[src/rtl/i2s_stream_scheduler_pkg.sv]
// Shared types and constants for the I2S stream scheduler.
package i2s_pkg;

  // Controller sequencing states
  typedef enum logic [1:0] {
    DISABLED  = 2'd0,
    RESET_I2S = 2'd1,
    SETTLE    = 2'd2,
    RUN       = 2'd3
  } i2s_state_t;

  // Register port addresses
  localparam logic [1:0] ADDR_CLOCK_CONFIG = 2'd0;
  localparam logic [1:0] ADDR_ADC_SCALE    = 2'd1;
  localparam logic [1:0] ADDR_DAC_SCALE    = 2'd2;
  localparam logic [1:0] ADDR_CONTROL      = 2'd3;

  // Control register bit positions
  localparam int CTRL_ENABLE   = 0;
  localparam int CTRL_LOOPBACK = 1;
  localparam int CTRL_MUTE     = 2;

  // Width of the ADC/DAC scale fields
  localparam int I2S_SCALE_WIDTH = 6;

endpackage

[src/rtl/i2s_stream_scheduler_sample_fifo.sv]
// Synchronous sample FIFO; a push on a full FIFO is accepted when a pop
// happens in the same cycle. Flush empties it without touching storage.
module sample_fifo #(
  parameter int DataWidth = 12,
  parameter int Depth     = 4
) (
  input  logic                 clk,
  input  logic                 resetN,
  input  logic                 i_flush,
  input  logic                 i_push,
  input  logic                 i_pop,
  input  logic [DataWidth-1:0] i_wdata,
  output logic [DataWidth-1:0] o_rdata,
  output logic                 o_full,
  output logic                 o_empty
);

  localparam int AW = $clog2(Depth);

  logic [DataWidth-1:0] r_mem [Depth];
  logic [AW:0]          r_wptr;
  logic [AW:0]          r_rptr;
  logic                 w_doPush;
  logic                 w_doPop;

  // Extra pointer bit distinguishes full from empty
  assign o_empty  = (r_wptr == r_rptr);
  assign o_full   = (r_wptr[AW] != r_rptr[AW]) && (r_wptr[AW-1:0] == r_rptr[AW-1:0]);
  assign w_doPop  = i_pop & ~o_empty;
  assign w_doPush = i_push & (~o_full | w_doPop);
  assign o_rdata  = r_mem[r_rptr[AW-1:0]];

  // Pointer update; flush takes priority over push/pop
  always_ff @(posedge clk or negedge resetN) begin
    if (!resetN) begin
      r_wptr <= '0;
      r_rptr <= '0;
    end else if (i_flush) begin
      r_wptr <= '0;
      r_rptr <= '0;
    end else begin
      if (w_doPush) r_wptr <= r_wptr + 1'b1;
      if (w_doPop)  r_rptr <= r_rptr + 1'b1;
    end
  end

  // Sample storage, data only so no reset
  always_ff @(posedge clk) begin
    if (w_doPush && !i_flush) r_mem[r_wptr[AW-1:0]] <= i_wdata;
  end

endmodule

[src/rtl/i2s_stream_scheduler.sv]
// Sequences the I2S controller, applies shadow configuration at frame
// boundaries, buffers ADC samples for the DSP and selects the DAC source.
module i2s_stream_scheduler
  import i2s_pkg::*;
#(
  parameter int ClockConfigWidth   = 4,
  parameter int DataWidth          = 12,
  parameter int ScaleWidth         = I2S_SCALE_WIDTH,
  parameter int FifoDepth          = 4,
  parameter int SettleFrames       = 2,
  parameter int DefaultClockConfig = 0,
  parameter int DefaultScale       = 24
) (
  input  logic                        clk,
  input  logic                        resetN,
  input  logic                        cfgWrite,
  input  logic [1:0]                  cfgAddr,
  input  logic [7:0]                  cfgWdata,
  output logic                        cfgBusy,
  output logic                        overrun,
  output logic                        underrun,
  output logic                        i2sReset,
  output logic [ClockConfigWidth-1:0] clockConfig,
  output logic [ScaleWidth-1:0]       adcScale,
  output logic [ScaleWidth-1:0]       dacScale,
  input  logic [DataWidth-1:0]        adcData,
  input  logic                        adcDataValid,
  output logic [DataWidth-1:0]        dacData,
  output logic                        dacDataValid,
  output logic [DataWidth-1:0]        rxData,
  output logic                        rxValid,
  input  logic                        rxReady,
  input  logic [DataWidth-1:0]        txData,
  input  logic                        txValid,
  output logic                        txReady
);

  localparam int SettleW = $clog2(SettleFrames + 1);

  i2s_state_t                  r_state, w_stateNext;
  logic                        r_rstCnt;
  logic [SettleW-1:0]          r_settleCnt;
  logic                        r_adcValidPrev;
  logic                        w_tick;
  logic [2:0]                  r_ctrl;
  logic [ClockConfigWidth-1:0] r_clkShadow, r_clkAct;
  logic [ScaleWidth-1:0]       r_adcScaleShadow, r_adcScaleAct;
  logic [ScaleWidth-1:0]       r_dacScaleShadow, r_dacScaleAct;
  logic                        r_pendClk, r_pendScale;
  logic                        w_copyAll, w_copyScale, w_push, w_dacTick;
  logic                        w_wrClk, w_wrAdc, w_wrDac, w_wrCtrl;
  logic [DataWidth-1:0]        r_txHold;
  logic                        r_txFull;
  logic                        w_load, w_holdConsume;
  logic [DataWidth-1:0]        r_dacData, w_dacSrc;
  logic                        r_dacValid;
  logic                        r_overrun, r_underrun;
  logic                        w_overrunEvt, w_underrunEvt;
  logic                        w_fifoFull, w_fifoEmpty, w_pop, w_flush;
  logic                        w_unused;

  assign w_tick   = adcDataValid & ~r_adcValidPrev;
  assign w_wrClk  = cfgWrite & (cfgAddr == ADDR_CLOCK_CONFIG);
  assign w_wrAdc  = cfgWrite & (cfgAddr == ADDR_ADC_SCALE);
  assign w_wrDac  = cfgWrite & (cfgAddr == ADDR_DAC_SCALE);
  assign w_wrCtrl = cfgWrite & (cfgAddr == ADDR_CONTROL);
  assign w_unused = ^cfgWdata;

  // State register and frame-edge detector
  always_ff @(posedge clk or negedge resetN) begin
    if (!resetN) begin
      r_state        <= DISABLED;
      r_adcValidPrev <= 1'b0;
    end else begin
      r_state        <= w_stateNext;
      r_adcValidPrev <= adcDataValid;
    end
  end

  // Next-state logic plus the per-tick actions it authorises
  always_comb begin
    w_stateNext = r_state;
    w_copyAll   = 1'b0;
    w_copyScale = 1'b0;
    w_push      = 1'b0;
    w_dacTick   = 1'b0;
    unique case (r_state)
      DISABLED: begin
        if (r_ctrl[CTRL_ENABLE]) begin
          w_stateNext = RESET_I2S;
          w_copyAll   = 1'b1;
        end
      end
      RESET_I2S: begin
        if (r_rstCnt) w_stateNext = SETTLE;
      end
      SETTLE: begin
        if (w_tick) begin
          w_dacTick = 1'b1;
          if (r_settleCnt == SettleW'(SettleFrames - 1)) w_stateNext = RUN;
        end
      end
      RUN: begin
        if (w_tick) begin
          if (r_pendClk) begin
            // Divider change: drop this frame and restart the controller
            w_stateNext = RESET_I2S;
            w_copyAll   = 1'b1;
          end else begin
            w_push      = 1'b1;
            w_dacTick   = 1'b1;
            w_copyScale = r_pendScale;
          end
        end
      end
      default: w_stateNext = DISABLED;
    endcase
    if (!r_ctrl[CTRL_ENABLE]) begin
      w_stateNext = DISABLED;
      w_copyAll   = 1'b0;
      w_copyScale = 1'b0;
      w_push      = 1'b0;
      w_dacTick   = 1'b0;
    end
  end

  // Reset-hold and settle counters, cleared outside their states
  always_ff @(posedge clk or negedge resetN) begin
    if (!resetN) begin
      r_rstCnt    <= 1'b0;
      r_settleCnt <= '0;
    end else begin
      r_rstCnt <= (r_state == RESET_I2S) & ~r_rstCnt;
      if (r_state != SETTLE)   r_settleCnt <= '0;
      else if (w_tick)         r_settleCnt <= r_settleCnt + 1'b1;
    end
  end

  // Shadow/active configuration; a same-cycle write re-arms its pending flag
  always_ff @(posedge clk or negedge resetN) begin
    if (!resetN) begin
      r_ctrl           <= '0;
      r_clkShadow      <= ClockConfigWidth'(DefaultClockConfig);
      r_adcScaleShadow <= ScaleWidth'(DefaultScale);
      r_dacScaleShadow <= ScaleWidth'(DefaultScale);
      r_clkAct         <= ClockConfigWidth'(DefaultClockConfig);
      r_adcScaleAct    <= ScaleWidth'(DefaultScale);
      r_dacScaleAct    <= ScaleWidth'(DefaultScale);
      r_pendClk        <= 1'b0;
      r_pendScale      <= 1'b0;
    end else begin
      if (w_wrCtrl) r_ctrl           <= cfgWdata[2:0];
      if (w_wrClk)  r_clkShadow      <= cfgWdata[ClockConfigWidth-1:0];
      if (w_wrAdc)  r_adcScaleShadow <= cfgWdata[ScaleWidth-1:0];
      if (w_wrDac)  r_dacScaleShadow <= cfgWdata[ScaleWidth-1:0];
      if (w_copyAll) r_clkAct <= r_clkShadow;
      if (w_copyAll || w_copyScale) begin
        r_adcScaleAct <= r_adcScaleShadow;
        r_dacScaleAct <= r_dacScaleShadow;
      end
      r_pendClk   <= (r_pendClk & ~w_copyAll) | w_wrClk;
      r_pendScale <= (r_pendScale & ~(w_copyAll | w_copyScale)) | w_wrAdc | w_wrDac;
    end
  end

  // DAC source selection for the current tick
  always_comb begin
    w_dacSrc      = r_dacData;
    w_holdConsume = 1'b0;
    w_underrunEvt = 1'b0;
    if (r_state == SETTLE) begin
      w_dacSrc = '0;
    end else if (r_ctrl[CTRL_MUTE]) begin
      w_dacSrc = '0;
    end else if (r_ctrl[CTRL_LOOPBACK]) begin
      w_dacSrc = adcData;
    end else if (r_txFull) begin
      w_dacSrc      = r_txHold;
      w_holdConsume = w_dacTick;
    end else begin
      w_underrunEvt = w_dacTick;
    end
  end

  assign w_load = txValid & txReady;

  // TX holding register, cleared while disabled
  always_ff @(posedge clk or negedge resetN) begin
    if (!resetN) begin
      r_txFull <= 1'b0;
      r_txHold <= '0;
    end else if (r_state == DISABLED) begin
      r_txFull <= 1'b0;
    end else if (w_load) begin
      r_txFull <= 1'b1;
      r_txHold <= txData;
    end else if (w_holdConsume) begin
      r_txFull <= 1'b0;
    end
  end

  // DAC output register and its one-cycle load strobe
  always_ff @(posedge clk or negedge resetN) begin
    if (!resetN) begin
      r_dacData  <= '0;
      r_dacValid <= 1'b0;
    end else begin
      r_dacValid <= w_dacTick;
      if (w_dacTick) r_dacData <= w_dacSrc;
    end
  end

  assign w_flush      = (r_state == DISABLED);
  assign w_pop        = ~w_fifoEmpty & rxReady;
  assign w_overrunEvt = w_push & w_fifoFull & ~w_pop;

  // Sticky error flags; a new event wins over a same-cycle clear
  always_ff @(posedge clk or negedge resetN) begin
    if (!resetN) begin
      r_overrun  <= 1'b0;
      r_underrun <= 1'b0;
    end else begin
      if (w_wrCtrl) begin
        r_overrun  <= 1'b0;
        r_underrun <= 1'b0;
      end
      if (w_overrunEvt)  r_overrun  <= 1'b1;
      if (w_underrunEvt) r_underrun <= 1'b1;
    end
  end

  sample_fifo #(
    .DataWidth (DataWidth),
    .Depth     (FifoDepth)
  ) u_rx_fifo (
    .clk     (clk),
    .resetN  (resetN),
    .i_flush (w_flush),
    .i_push  (w_push),
    .i_pop   (w_pop),
    .i_wdata (adcData),
    .o_rdata (rxData),
    .o_full  (w_fifoFull),
    .o_empty (w_fifoEmpty)
  );

  assign rxValid      = ~w_fifoEmpty;
  assign txReady      = ~r_txFull & (r_state == RUN);
  assign i2sReset     = (r_state == DISABLED) | (r_state == RESET_I2S);
  assign clockConfig  = r_clkAct;
  assign adcScale     = r_adcScaleAct;
  assign dacScale     = r_dacScaleAct;
  assign dacData      = r_dacData;
  assign dacDataValid = r_dacValid;
  assign overrun      = r_overrun;
  assign underrun     = r_underrun;
  assign cfgBusy      = r_pendClk | r_pendScale | (r_state == RESET_I2S) |
                        (r_state == SETTLE) | (r_ctrl[CTRL_ENABLE] & (r_state == DISABLED));

endmodule

[config.mk]
export PLATFORM = sky130hd
export DESIGN_NAME = i2s_stream_scheduler
export DESIGN_NICKNAME = d
export VERILOG_FILES = /design/src/rtl/i2s_stream_scheduler_pkg.sv /design/src/rtl/i2s_stream_scheduler_sample_fifo.sv /design/src/rtl/i2s_stream_scheduler.sv
export SDC_FILE = /design/constraint.sdc
export NUM_CORES = 1
export LEC_CHECK = 0
export CAP_MARGIN = 20
export CORE_UTILIZATION = 53
export DETAILED_ROUTE_END_ITERATION = 10
export GPL_ROUTABILITY_DRIVEN = 0
export PLACE_DENSITY_LB_ADDON = 0.12
export SLEW_MARGIN = 20
export SYNTH_ARGS = -nofsm -noshare
export SYNTH_HDL_FRONTEND = slang
export SYNTH_SLANG_ARGS = --single-unit
[constraint.sdc]
create_clock -name clk -period 2.3 [get_ports clk]
set_input_delay 0.46 -clock clk [delete_from_list [all_inputs] [get_ports clk]]
set_output_delay 0.46 -clock clk [all_outputs]
set_load 0.05 [all_outputs]
### Cell classes on the final placement, run 1

Scale: 4 px per micron. Fill, decap, tap and diode cells in gray.
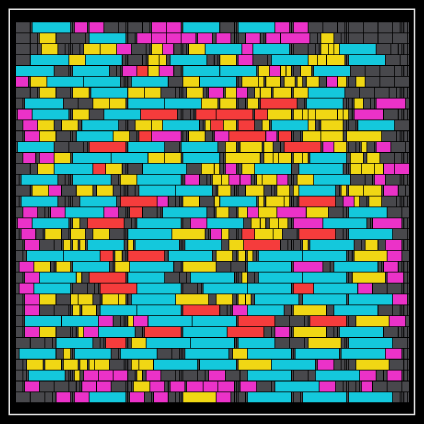
red -> clock drivers and dummy loads  # cells 32, share of their area 8.9%
magenta -> other buffers and delay cells  # cells 106, share of their area 16%
cyan -> flops  # cells 125, share of their area 49%
yellow -> combinational and other logic  # cells 188, share of their area 26%

### I/O nets highlighted, run 1

Scale: 4 px per micron.
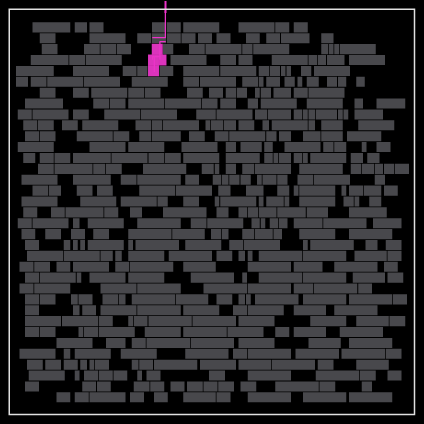
magenta -> cfgWrite  # bits 1, direction input, end cells 4, buffers 1, wire 21.9 microns

### Met2 routing, run 1

Scale: 4 px per micron. Cells faint in the background.
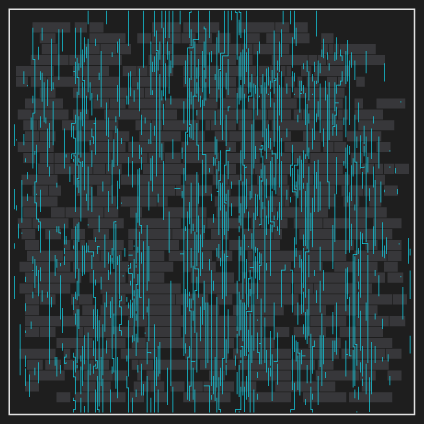
nets with wire on the layer = 446
share of all routed wire = 50%

==> run_summary.xml, run 1 <==
<?xml version="1.0" encoding="UTF-8"?>
<metrics>
  <group name="run_status">
    <metric name="run_status" unit="">finished, final reports clean</metric>
  </group>
  <group name="floorplanning">
    <metric name="die_width" unit="microns">101</metric>
    <metric name="placeableCoreArea" unit="sq um">9370</metric>
    <metric name="io-pin-count" unit="">87</metric>
    <metric name="fp.dieH" unit="microns">101</metric>
    <metric name="floorplan.core_util" unit="%">55.3</metric>
    <metric name="number_of_standard_cell_rows_in_the_floorplan" unit="">35</metric>
  </group>
  <group name="setup_path">
    <metric name="worstPathRequired" unit="ps">1840</metric>
    <metric name="critical_path.startpoint_type" unit="">register</metric>
    <metric name="critical-path-max-stage-delay" unit="ps">540</metric>
    <metric name="arrival" unit="ps">1800</metric>
    <metric name="crit_slowest_cell" unit="">sky130_fd_sc_hd__mux4_2</metric>
  </group>
  <group name="drt">
    <metric name="detailroute.wirelength.met2" unit="microns">5310</metric>
    <metric name="num_vias" unit="">3162</metric>
    <metric name="wl_per_cell" unit="microns">18.2</metric>
    <metric name="routedLengthMet1" unit="microns">4640</metric>
  </group>
  <group name="synthesis">
    <metric name="top_area_cell" unit="">sky130_fd_sc_hd__dfrtp_1</metric>
    <metric name="ys_sh_xor" unit="%">1.01</metric>
    <metric name="synth.yosys.num_cells" unit="">325</metric>
    <metric name="synth.area.top_cells" unit="">sky130_fd_sc_hd__dfrtp_1 (33%), sky130_fd_sc_hd__edfxtp_1 (28%), sky130_fd_sc_hd__mux2_2 (10%)</metric>
    <metric name="post_synth_inst_count" unit="">325</metric>
    <metric name="post_synth_top_cells" unit="">sky130_fd_sc_hd__dfrtp_1 (69), sky130_fd_sc_hd__edfxtp_1 (48), sky130_fd_sc_hd__mux2_2 (47)</metric>
    <metric name="synthAoiAreaFrac" unit="%">3.86</metric>
    <metric name="ys_top_logic_family" unit="">multiplexers</metric>
    <metric name="synthAdderAreaFrac" unit="%">2.41</metric>
    <metric name="postSynth.topFlopCell" unit="">sky130_fd_sc_hd__dfrtp_1</metric>
  </group>
  <group name="global_routing">
    <metric name="globalRouteOverflowTotal" unit="">0</metric>
    <metric name="gr-max-usage-layer" unit="">met2</metric>
    <metric name="grt_antenna_before_repair" unit="">0</metric>
    <metric name="met2_usage" unit="%">37.6</metric>
  </group>
  <group name="clocking">
    <metric name="cts_root_buf" unit="">sky130_fd_sc_hd__clkbuf_8</metric>
    <metric name="worstSkewPairLatency" unit="ps">510</metric>
    <metric name="cts_repair_resize_count" unit="">8</metric>
    <metric name="worst_setup_hold_path_clk_slew" unit="ps">60</metric>
    <metric name="numCtsBuffers" unit="">17</metric>
  </group>
  <group name="place">
    <metric name="port_buffers" unit="">84</metric>
    <metric name="placed_cells" unit="">545</metric>
    <metric name="pre_cts_slack" unit="ps">111</metric>
  </group>
  <group name="sta">
    <metric name="relSlewSlack" unit="%">46.2</metric>
    <metric name="worst_slack" unit="ps">42.4</metric>
    <metric name="tightest_slew" unit="ps">802</metric>
    <metric name="setup_viol_count_final" unit="">0</metric>
    <metric name="skew" unit="ps">10.4</metric>
  </group>
  <group name="power_and_ir_drop">
    <metric name="combinationalPowerShare" unit="%">26.6</metric>
    <metric name="vdd_drop_max" unit="mV">0.730</metric>
    <metric name="seq_power_share" unit="%">38.7</metric>
    <metric name="power.total" unit="mW">7.54</metric>
    <metric name="switching_share" unit="%">31.4</metric>
    <metric name="static-leakage-power" unit="nW">2.88</metric>
    <metric name="power.switching" unit="mW">2.37</metric>
  </group>
  <group name="worst_hold_path">
    <metric name="min_path_type" unit="">register to register</metric>
  </group>
  <group name="run">
    <metric name="warnings" unit="">35</metric>
    <metric name="max_cap_violations" unit="">0</metric>
  </group>
  <group name="cells_and_area">
    <metric name="antenna-diode-count" unit="">0</metric>
    <metric name="final_layout_size_suffix_gt1_share" unit="%">33.7</metric>
    <metric name="postLayoutCellArea" unit="sq um">7000</metric>
  </group>
</metrics>
run 1: placed cells by master, fill, tap and decap left out, types with 2 or more instances in the layout:
cell	n
sky130_fd_sc_hd__dfrtp_1	68
sky130_fd_sc_hd__clkdlybuf4s50_1	63
sky130_fd_sc_hd__edfxtp_1	48
sky130_fd_sc_hd__mux2_2	47
sky130_fd_sc_hd__nand2_1	20
sky130_fd_sc_hd__clkbuf_16	19
sky130_fd_sc_hd__buf_4	18
sky130_fd_sc_hd__o21ai_0	14
sky130_fd_sc_hd__mux2i_1	13
sky130_fd_sc_hd__mux4_2	12
sky130_fd_sc_hd__buf_6	12
sky130_fd_sc_hd__nor2_1	9
sky130_fd_sc_hd__dfstp_2	8
sky130_fd_sc_hd__buf_12	8
sky130_fd_sc_hd__inv_1	7
sky130_fd_sc_hd__ha_1	7
sky130_fd_sc_hd__and3_1	6
sky130_fd_sc_hd__xor2_1	5
sky130_fd_sc_hd__nand3b_1	5
sky130_fd_sc_hd__inv_6	4
sky130_fd_sc_hd__clkinv_4	4
sky130_fd_sc_hd__dlygate4sd2_1	4
sky130_fd_sc_hd__nand3_1	3
sky130_fd_sc_hd__nor2b_1	3
sky130_fd_sc_hd__a22o_1	3
sky130_fd_sc_hd__ha_2	3
sky130_fd_sc_hd__clkbuf_8	3
sky130_fd_sc_hd__and2b_1	2
sky130_fd_sc_hd__nor4b_4	2
sky130_fd_sc_hd__nand2b_1	2
sky130_fd_sc_hd__and2_1	2
run 1: sequential cells by signal (all words and copies together), names as in the netlist:
| signal | count |
|---|---|
| adcScale | 6 |
| clockConfig | 4 |
| dacData | 12 |
| dacDataValid | 1 |
| dacScale | 6 |
| overrun | 1 |
| r_adcScaleShadow | 6 |
| r_adcValidPrev | 1 |
| r_clkShadow | 4 |
| r_ctrl | 3 |
| r_dacScaleShadow | 6 |
| r_pendClk | 1 |
| r_pendScale | 1 |
| r_rstCnt | 1 |
| r_settleCnt | 2 |
| r_state | 2 |
| r_txFull | 1 |
| r_txHold | 12 |
| u_rx_fifo.r_mem | 48 |
| u_rx_fifo.r_rptr | 3 |
| u_rx_fifo.r_wptr | 3 |
| underrun | 1 |
run 1: how the worst min path moves through the flow:
stage	end	slack, ps	cells after the start
after floorplan	adcScale[0]	160	0
after global placement	r_rstCnt	410	1
after detailed placement	r_rstCnt	420	1
after CTS	r_rstCnt	430	1
after global routing	r_rstCnt	450	1
final	r_rstCnt	420	1
run 1: power by group through the flow:
stage / registers (mW) / logic [mW] / clock network [mW]
floorplan: 3.44 / 0.788 / 0
global placement: 2.94 / 1.97 / 0
detailed placement: 2.95 / 2.00 / 0
CTS: 2.92 / 2.00 / 2.65
global route: 2.96 / 2.13 / 2.76
finish: 2.92 / 2.01 / 2.62
run 1: layout make-up:
type                       count  area [sq um]
clock buffer                  22           517
clock inverter                10          88.8
fill                         616          2370
inverter                       7          26.3
multi-input combinational    181          1720
sequential                   125          3380
tap                          129           161
timing repair buffer         106          1110
run 1: stage by stage:
stage               utilization [%]  hold WS (ps)
finish                         74.7           422
global route                   74.7           447
CTS                            74.1           432
detailed placement             67.4           421
global placement               67.4           409
floorplan                         -           164
--- run 2 (diff from run 1) ---
--- a/config.mk
+++ b/config.mk
@@ -10,6 +10,7 @@
 export DETAILED_ROUTE_END_ITERATION = 10
 export GPL_ROUTABILITY_DRIVEN = 0
 export PLACE_DENSITY_LB_ADDON = 0.12
+export RECOVER_POWER = 50
 export SLEW_MARGIN = 20
 export SYNTH_ARGS = -nofsm -noshare
 export SYNTH_HDL_FRONTEND = slang
### Clock routing, run 2

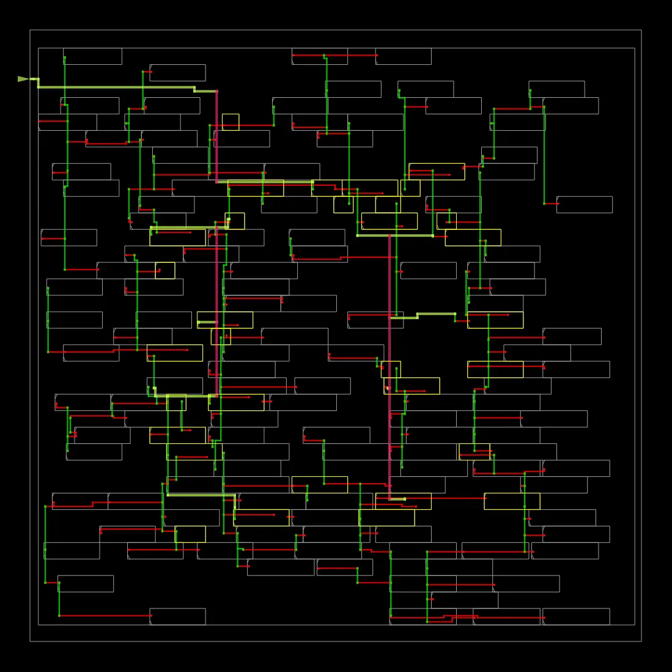
Post-Route Skew: 10.9 ps
Seq cells: 125
clock sinks: 125
final-layout clock buffer total: 22
cts bufs inserted: 17

==> run 2 against run 1 <==
Effect of this change: critical path depth is the same; clock skew about the same; clock power is essentially flat; area after synthesis did not move; largest power group unchanged.
==> run_summary.xml, run 2 <==
<?xml version="1.0" encoding="UTF-8"?>
<metrics>
  <group name="setup_path">
    <metric name="arrival" unit="ps">1800</metric>
    <metric name="critical_path.startpoint_type" unit="">register</metric>
    <metric name="worstPathRequired" unit="ps">1840</metric>
  </group>
  <group name="place">
    <metric name="port_buffers" unit="">84</metric>
    <metric name="placed_cells" unit="">545</metric>
    <metric name="placement.cell_area" unit="sq um">6310</metric>
    <metric name="pre_cts_slack" unit="ps">111</metric>
  </group>
  <group name="synthesis">
    <metric name="synth.cell_area" unit="sq um">5180</metric>
    <metric name="postSynth.topFlopCell" unit="">sky130_fd_sc_hd__dfrtp_1</metric>
    <metric name="synth.area.top_cells" unit="">sky130_fd_sc_hd__dfrtp_1 (33%), sky130_fd_sc_hd__edfxtp_1 (28%), sky130_fd_sc_hd__mux2_2 (10%)</metric>
    <metric name="async_reset_ff_share" unit="%">61.6</metric>
    <metric name="post_synth_inst_count" unit="">325</metric>
    <metric name="top_area_cell" unit="">sky130_fd_sc_hd__dfrtp_1</metric>
    <metric name="yosysTopAreaCellShare" unit="%">33.3</metric>
    <metric name="synth.yosys.num_cells" unit="">325</metric>
    <metric name="synth.yosys.seq_area_share" unit="%">65.2</metric>
    <metric name="post_synth_top_cells" unit="">sky130_fd_sc_hd__dfrtp_1 (69), sky130_fd_sc_hd__edfxtp_1 (48), sky130_fd_sc_hd__mux2_2 (47)</metric>
  </group>
  <group name="floorplanning">
    <metric name="io-pin-count" unit="">87</metric>
    <metric name="placeableCoreArea" unit="sq um">9370</metric>
    <metric name="die_width" unit="microns">101</metric>
    <metric name="fp.dieH" unit="microns">101</metric>
    <metric name="number_of_standard_cell_rows_in_the_floorplan" unit="">35</metric>
    <metric name="floorplan.core_util" unit="%">55.3</metric>
  </group>
  <group name="power_and_ir_drop">
    <metric name="vdd_drop_max" unit="mV">0.729</metric>
    <metric name="power.switching" unit="mW">2.36</metric>
    <metric name="combinationalPowerShare" unit="%">26.5</metric>
    <metric name="static-leakage-power" unit="nW">2.87</metric>
    <metric name="switching_share" unit="%">31.4</metric>
    <metric name="seq_power_share" unit="%">38.7</metric>
    <metric name="power.density_cell_area" unit="nW/um^2">1080</metric>
  </group>
  <group name="cells_and_area">
    <metric name="largest_register_ffs" unit="">48</metric>
    <metric name="lay_top_cells" unit="">sky130_fd_sc_hd__dfrtp_1 (68), sky130_fd_sc_hd__clkdlybuf4s50_1 (49), sky130_fd_sc_hd__edfxtp_1 (48)</metric>
    <metric name="antenna-diode-count" unit="">0</metric>
    <metric name="fin_cells" unit="">580</metric>
    <metric name="final_layout_size_suffix_gt1_share" unit="%">33.3</metric>
    <metric name="mostFrequentLayoutCell" unit="">sky130_fd_sc_hd__dfrtp_1</metric>
    <metric name="postLayoutCellArea" unit="sq um">6980</metric>
    <metric name="utilization" unit="%">74.4</metric>
    <metric name="layout.filler_cells" unit="">622</metric>
  </group>
  <group name="sta">
    <metric name="relSlewSlack" unit="%">44.6</metric>
    <metric name="timing.final.max_slew_violations" unit="">0</metric>
    <metric name="worst_slack" unit="ps">38.0</metric>
    <metric name="tightest_slew" unit="ps">831</metric>
    <metric name="timing_hold_violations_final" unit="">0</metric>
    <metric name="setup_viol_count_final" unit="">0</metric>
  </group>
  <group name="clocking">
    <metric name="cts_tree" unit="">built</metric>
    <metric name="htreeDepth" unit="">4</metric>
    <metric name="worstSkewPairLatency" unit="ps">510</metric>
    <metric name="worst_setup_hold_path_clk_slew" unit="ps">60</metric>
    <metric name="cts_root_buf" unit="">sky130_fd_sc_hd__clkbuf_8</metric>
  </group>
  <group name="run">
    <metric name="max_cap_violations" unit="">0</metric>
    <metric name="warnings" unit="">35</metric>
  </group>
  <group name="worst_hold_path">
    <metric name="min_path_type" unit="">register to register</metric>
  </group>
  <group name="run_status">
    <metric name="run_status" unit="">finished, final reports clean</metric>
  </group>
  <group name="global_routing">
    <metric name="globalRouteOverflowTotal" unit="">0</metric>
    <metric name="grt_antenna_before_repair" unit="">0</metric>
  </group>
  <group name="drt">
    <metric name="wl_per_cell" unit="microns">18.1</metric>
    <metric name="drt_iter0_drc" unit="">114</metric>
    <metric name="num_vias" unit="">3151</metric>
  </group>
</metrics>
## run 2: final cells by class
type | instances | area, sq um | share of cell area [%]
sequential | 125 | 3380 | 48.4
timing repair buffer | 106 | 1080 | 15.5
clock buffer | 22 | 517 | 7.41
multi-input combinational | 181 | 1720 | 24.7
tap | 129 | 161 | 2.31
clock inverter | 10 | 88.8 | 1.27
inverter | 7 | 26.3 | 0.377
## run 2: logic make-up (layout without fill, tap and decap cells)
family	after synthesis	count (layout)	share of synthesized area, %
xor gates and xnor gates	6	6	1.01
buffers and inverters	19	145	1.98
muxes	74	74	18.4
AOI/OAI and AO/OA	28	28	3.86
DFF	125	125	65.2
and+or+nand+nor	63	63	7.14
adders and majority gates	10	10	2.41
## run 2: power groups by stage
stage,logic (mW),registers (mW),clock network [mW]
5_1_grt,2.12,2.96,2.76
3_5_place_dp,2.00,2.95,0
3_3_place_gp,1.97,2.94,0
4_1_cts,2.00,2.92,2.65
2_1_floorplan,0.788,3.44,0
6_report,2.00,2.92,2.62
## run 2: final timing paths
check	startpoint	cells past startpoint	endpoint	slack (ps)
setup / recovery	u_rx_fifo.r_rptr[0]	3	rxData[3]	40
setup reg to reg	r_state[1]	7	u_rx_fifo.r_mem[2][10]	260
min in group asynchronous	resetN	2	dacData[11]	600
max in group asynchronous	resetN	3	u_rx_fifo.r_rptr[0]	470
hold / removal	r_rstCnt	1	r_rstCnt	420
hold reg to reg	r_rstCnt	1	r_rstCnt	420
## run 2: metrics by stage
step | hold slack, ps | power (mW) | setup TNS (ps)
final | 422 | 7.53 | 0
after global routing | 447 | 7.84 | -62.9
after CTS | 432 | 7.57 | 0
after detailed placement | 421 | 4.96 | 0
after global placement | 409 | 4.91 | 0
after floorplan | 164 | 4.23 | 0
## run 2: repair_timing
| item | 4_1_cts | 5_1_grt |
|---|---|---|
| endpoints found under the setup margin | 17 | 15 |
| endpoints found under the hold margin | 24 | 0 |
| gates cloned | 0 | 0 |
| resized | 8 | 13 |
| pin swaps | 0 | 0 |
| hold buffers | 1 | 0 |
| setup buffers | 1 | 1 |
## run 2: worst max-delay path, cell delays in order, from the launching register on
cell	delay [ps]
sky130_fd_sc_hd__dfrtp_2	400
sky130_fd_sc_hd__buf_12	170
sky130_fd_sc_hd__mux4_2	540
sky130_fd_sc_hd__buf_6	180
## run 2: layer usage
metal	up-vias	GRT usage (%)	share of wire [%]
met5	-	0	0
met2	77	37.6	51
met4	0	7.80	1.2
met3	11	5.41	4.1
met1	1632	30.1	44
li1	1431	-	-
--- run 3 (diff from run 2) ---
--- a/config.mk
+++ b/config.mk
@@ -14,4 +14,5 @@
 export SLEW_MARGIN = 20
 export SYNTH_ARGS = -nofsm -noshare
 export SYNTH_HDL_FRONTEND = slang
+export SYNTH_HIERARCHICAL = 1
 export SYNTH_SLANG_ARGS = --single-unit
### Clock routing, run 3

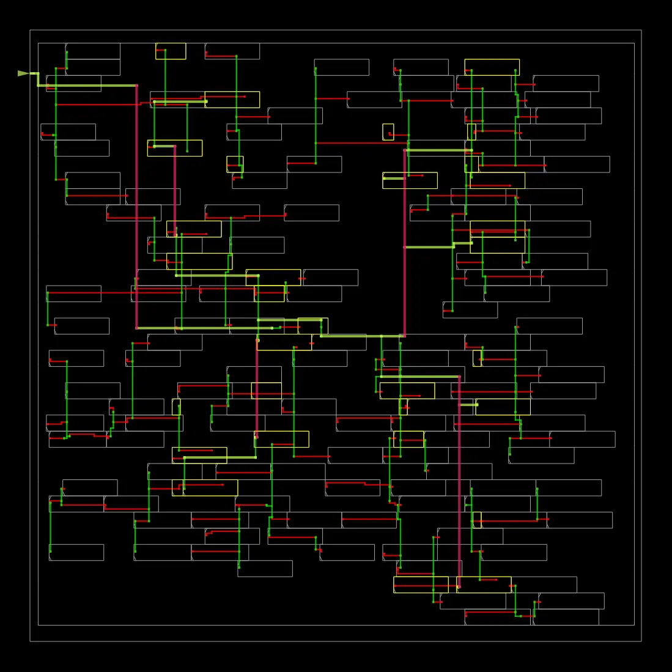
Post-Route Skew: 4.87 ps
Insertion Delay late pin: 510 ps

==> run 3 against run 2 <==
Effect of this change: register-to-register slack lost 50 ps; synthesized cell count grew 4.6%; combinational power grew 5%; largest power group unchanged.
==> run_summary.xml, run 3 <==
<?xml version="1.0" encoding="UTF-8"?>
<metrics>
  <group name="synthesis">
    <metric name="synth.area.top_cells" unit="">sky130_fd_sc_hd__dfrtp_1 (32%), sky130_fd_sc_hd__edfxtp_1 (27%), sky130_fd_sc_hd__mux2_2 (7.7%)</metric>
    <metric name="post_synth_top_cells" unit="">sky130_fd_sc_hd__dfrtp_1 (69), sky130_fd_sc_hd__edfxtp_1 (48), sky130_fd_sc_hd__mux2_2 (37)</metric>
    <metric name="syn_avg_cell_area" unit="sq um">15.9</metric>
    <metric name="post_synth_inst_count" unit="">340</metric>
    <metric name="yosysTopAreaCellShare" unit="%">32.0</metric>
    <metric name="yosysUniqueCellTypes" unit="">52</metric>
    <metric name="synth.cell_area" unit="sq um">5390</metric>
    <metric name="synth.yosys.num_cells" unit="">340</metric>
    <metric name="ys_warnings" unit="">6</metric>
    <metric name="flip_flops_with_a_built_in_enable" unit="">48</metric>
    <metric name="synth.yosys.seq_area_share" unit="%">62.7</metric>
    <metric name="async_reset_ff_share" unit="%">61.6</metric>
    <metric name="synth_nets" unit="">390</metric>
    <metric name="numSynthFlops" unit="">125</metric>
    <metric name="postSynth.topFlopCell" unit="">sky130_fd_sc_hd__dfrtp_1</metric>
    <metric name="yosys.cell_count.top_type" unit="">sky130_fd_sc_hd__dfrtp_1</metric>
    <metric name="top_area_cell" unit="">sky130_fd_sc_hd__dfrtp_1</metric>
  </group>
  <group name="cells_and_area">
    <metric name="final_layout_size_suffix_gt1_share" unit="%">35.5</metric>
    <metric name="area.growth.synth_to_final" unit="%">32.4</metric>
    <metric name="lay_top_cells" unit="">sky130_fd_sc_hd__dfrtp_1 (68), sky130_fd_sc_hd__clkdlybuf4s50_1 (50), sky130_fd_sc_hd__edfxtp_1 (48)</metric>
    <metric name="antenna-diode-count" unit="">0</metric>
    <metric name="mostFrequentLayoutCell" unit="">sky130_fd_sc_hd__dfrtp_1</metric>
    <metric name="layout.nets" unit="">504</metric>
    <metric name="largest_register_ffs" unit="">48</metric>
    <metric name="fin_cells" unit="">600</metric>
    <metric name="layout.filler_cells" unit="">682</metric>
  </group>
  <group name="setup_path">
    <metric name="worstPathRequired" unit="ps">1840</metric>
    <metric name="critical_path.startpoint_type" unit="">register</metric>
    <metric name="path_delay_family" unit="">multiplexers</metric>
    <metric name="arrival" unit="ps">1780</metric>
    <metric name="path_class" unit="">register to primary output</metric>
    <metric name="critical-path-max-stage-delay" unit="ps">520</metric>
    <metric name="worst-path-max-fanout" unit="">12</metric>
    <metric name="critPathBufInv" unit="">2</metric>
    <metric name="critPathCaptureType" unit="">primary output</metric>
    <metric name="crit_slowest_cell" unit="">sky130_fd_sc_hd__mux4_2</metric>
    <metric name="worstPathCellList" unit="">buf_12 -&gt; mux4_2 -&gt; buf_4</metric>
  </group>
  <group name="floorplanning">
    <metric name="floorplan.die_area" unit="sq um">10600</metric>
    <metric name="placeableCoreArea" unit="sq um">9820</metric>
    <metric name="fp.dieH" unit="microns">103</metric>
    <metric name="number_of_standard_cell_rows_in_the_floorplan" unit="">36</metric>
    <metric name="io-pin-count" unit="">87</metric>
    <metric name="floorplan.core_util" unit="%">54.9</metric>
    <metric name="die_width" unit="microns">103</metric>
  </group>
  <group name="clocking">
    <metric name="cts.sinks" unit="">125</metric>
    <metric name="htreeDepth" unit="">4</metric>
    <metric name="numCtsBuffers" unit="">17</metric>
    <metric name="cts_tree" unit="">built</metric>
    <metric name="max-clock-path-buffers" unit="">2</metric>
    <metric name="cts_root_buf" unit="">sky130_fd_sc_hd__clkbuf_8</metric>
    <metric name="worst_setup_hold_path_clk_slew" unit="ps">60</metric>
  </group>
  <group name="run">
    <metric name="warnings" unit="">34</metric>
    <metric name="max_cap_violations" unit="">0</metric>
  </group>
  <group name="global_routing">
    <metric name="globalRouteOverflowTotal" unit="">0</metric>
    <metric name="globalRouteTotalUtil" unit="%">21.8</metric>
    <metric name="pin_count_of_the_biggest_net_entering_global_routing" unit="">49</metric>
    <metric name="grt_first_pass_wirelength" unit="microns">16600</metric>
    <metric name="grt_antenna_before_repair" unit="">0</metric>
  </group>
  <group name="worst_hold_path">
    <metric name="min_path_type" unit="">register to register</metric>
  </group>
  <group name="sta">
    <metric name="relSlewSlack" unit="%">48.6</metric>
    <metric name="grt_setup_unrepaired" unit="">false</metric>
    <metric name="final.setup.tns" unit="ps">0</metric>
    <metric name="max_freq" unit="MHz">447</metric>
    <metric name="tightest_slew" unit="ps">771</metric>
    <metric name="fin_crit_sh" unit="%">97.3</metric>
    <metric name="timing.final.crit_period" unit="ps">2240</metric>
    <metric name="timing_hold_violations_final" unit="">0</metric>
    <metric name="timing.final.max_slew_violations" unit="">0</metric>
    <metric name="setup_viol_count_final" unit="">0</metric>
  </group>
  <group name="power_and_ir_drop">
    <metric name="vdd_drop_max" unit="mV">0.807</metric>
    <metric name="static-leakage-power" unit="nW">2.94</metric>
    <metric name="power.density_cell_area" unit="nW/um^2">1060</metric>
  </group>
  <group name="drt">
    <metric name="detail_route.drc_violations" unit="">0</metric>
    <metric name="vias_per_cell" unit="">5.30</metric>
    <metric name="wl_per_cell" unit="microns">17.3</metric>
    <metric name="drt_iter0_drc" unit="">79</metric>
    <metric name="num_vias" unit="">3182</metric>
    <metric name="detail-route-antenna-nets" unit="">0</metric>
    <metric name="drt-pass1-iter-count" unit="">5</metric>
    <metric name="routed_wl" unit="microns">10400</metric>
  </group>
  <group name="place">
    <metric name="port_buffers" unit="">84</metric>
    <metric name="dpl.hpwl" unit="microns">7070</metric>
    <metric name="placed_cells" unit="">564</metric>
  </group>
  <group name="run_status">
    <metric name="run_status" unit="">finished, final reports clean</metric>
  </group>
</metrics>
run 3: layout make-up:
class	instances	area (sq um)	area share, %
inverters	11	41.3	0.579
repair buffers	109	1070	15.0
multi-input cells	190	1910	26.8
clock buffers	27	513	7.19
well taps	133	166	2.33
flip-flops and latches	125	3380	47.4
clock inverters	5	53.8	0.754
run 3: routing by layer:
metal	part of all wire (%)	global-route usage, %	routed length, microns	vias up
met2	52	37.2	5350	82
met1	42	25.9	4360	1608
met3	4.6	5.97	475	15
li1	-	-	-	1477
met5	0	0	0	-
met4	1.7	9.86	176	0
run 3: cell families (layout without fill, tap and decap cells):
group           count (synthesis)  count (layout)  share of synthesized area, %
simple gates                   70              70                          7.45
compound gates                 29              29                          4.87
fa+ha+maj                      10              10                          2.32
mux                            76              76                          18.8
xor+xnor                        5               5                          1.30
buf+inv                        25             152                          2.55
flops                         125             125                          62.7
run 3: power by group:
group          leakage, nW  internal (mW)  switching, mW
combinational         1.26          0.943           1.16
clock                0.278           1.61          0.889
sequential            1.40           2.71          0.231
run 3: final timing paths:
kind	to	slack, ps	from	cells after the start
max in group asynchronous	r_adcScaleShadow[5]	560	resetN	3
setup / recovery	rxData[6]	60	u_rx_fifo/r_rptr[0]	3
setup reg to reg	u_rx_fifo/r_mem[2][2]	210	r_state[0]	9
min in group asynchronous	r_txHold[2]	560	resetN	2
hold / removal	r_rstCnt	410	r_rstCnt	1
hold reg to reg	r_rstCnt	410	r_rstCnt	1
run 3: metrics by stage:
step	utilization [%]	setup WS [ps]	total power, mW	hold WS (ps)	cell area [sq um]
after floorplan	-	193	4.37	164	5390
after global placement	66.4	-54.1	5.01	399	6520
after detailed placement	66.4	-65.9	5.06	403	6520
after CTS	72.6	12.5	7.59	409	7130
after global routing	72.7	3.68	7.86	420	7130
final	72.7	62.7	7.53	407	7130
run 3: repair_timing:
item                       4_1_cts  5_1_grt
setup endpoints to repair       17       14
setup buffers                    3        0
pin swaps                        0        1
gates cloned                     0        0
resized                          9        8
hold buffers                     1        0
hold endpoints to repair        27        0
Power and IR drop assume default switching activity.
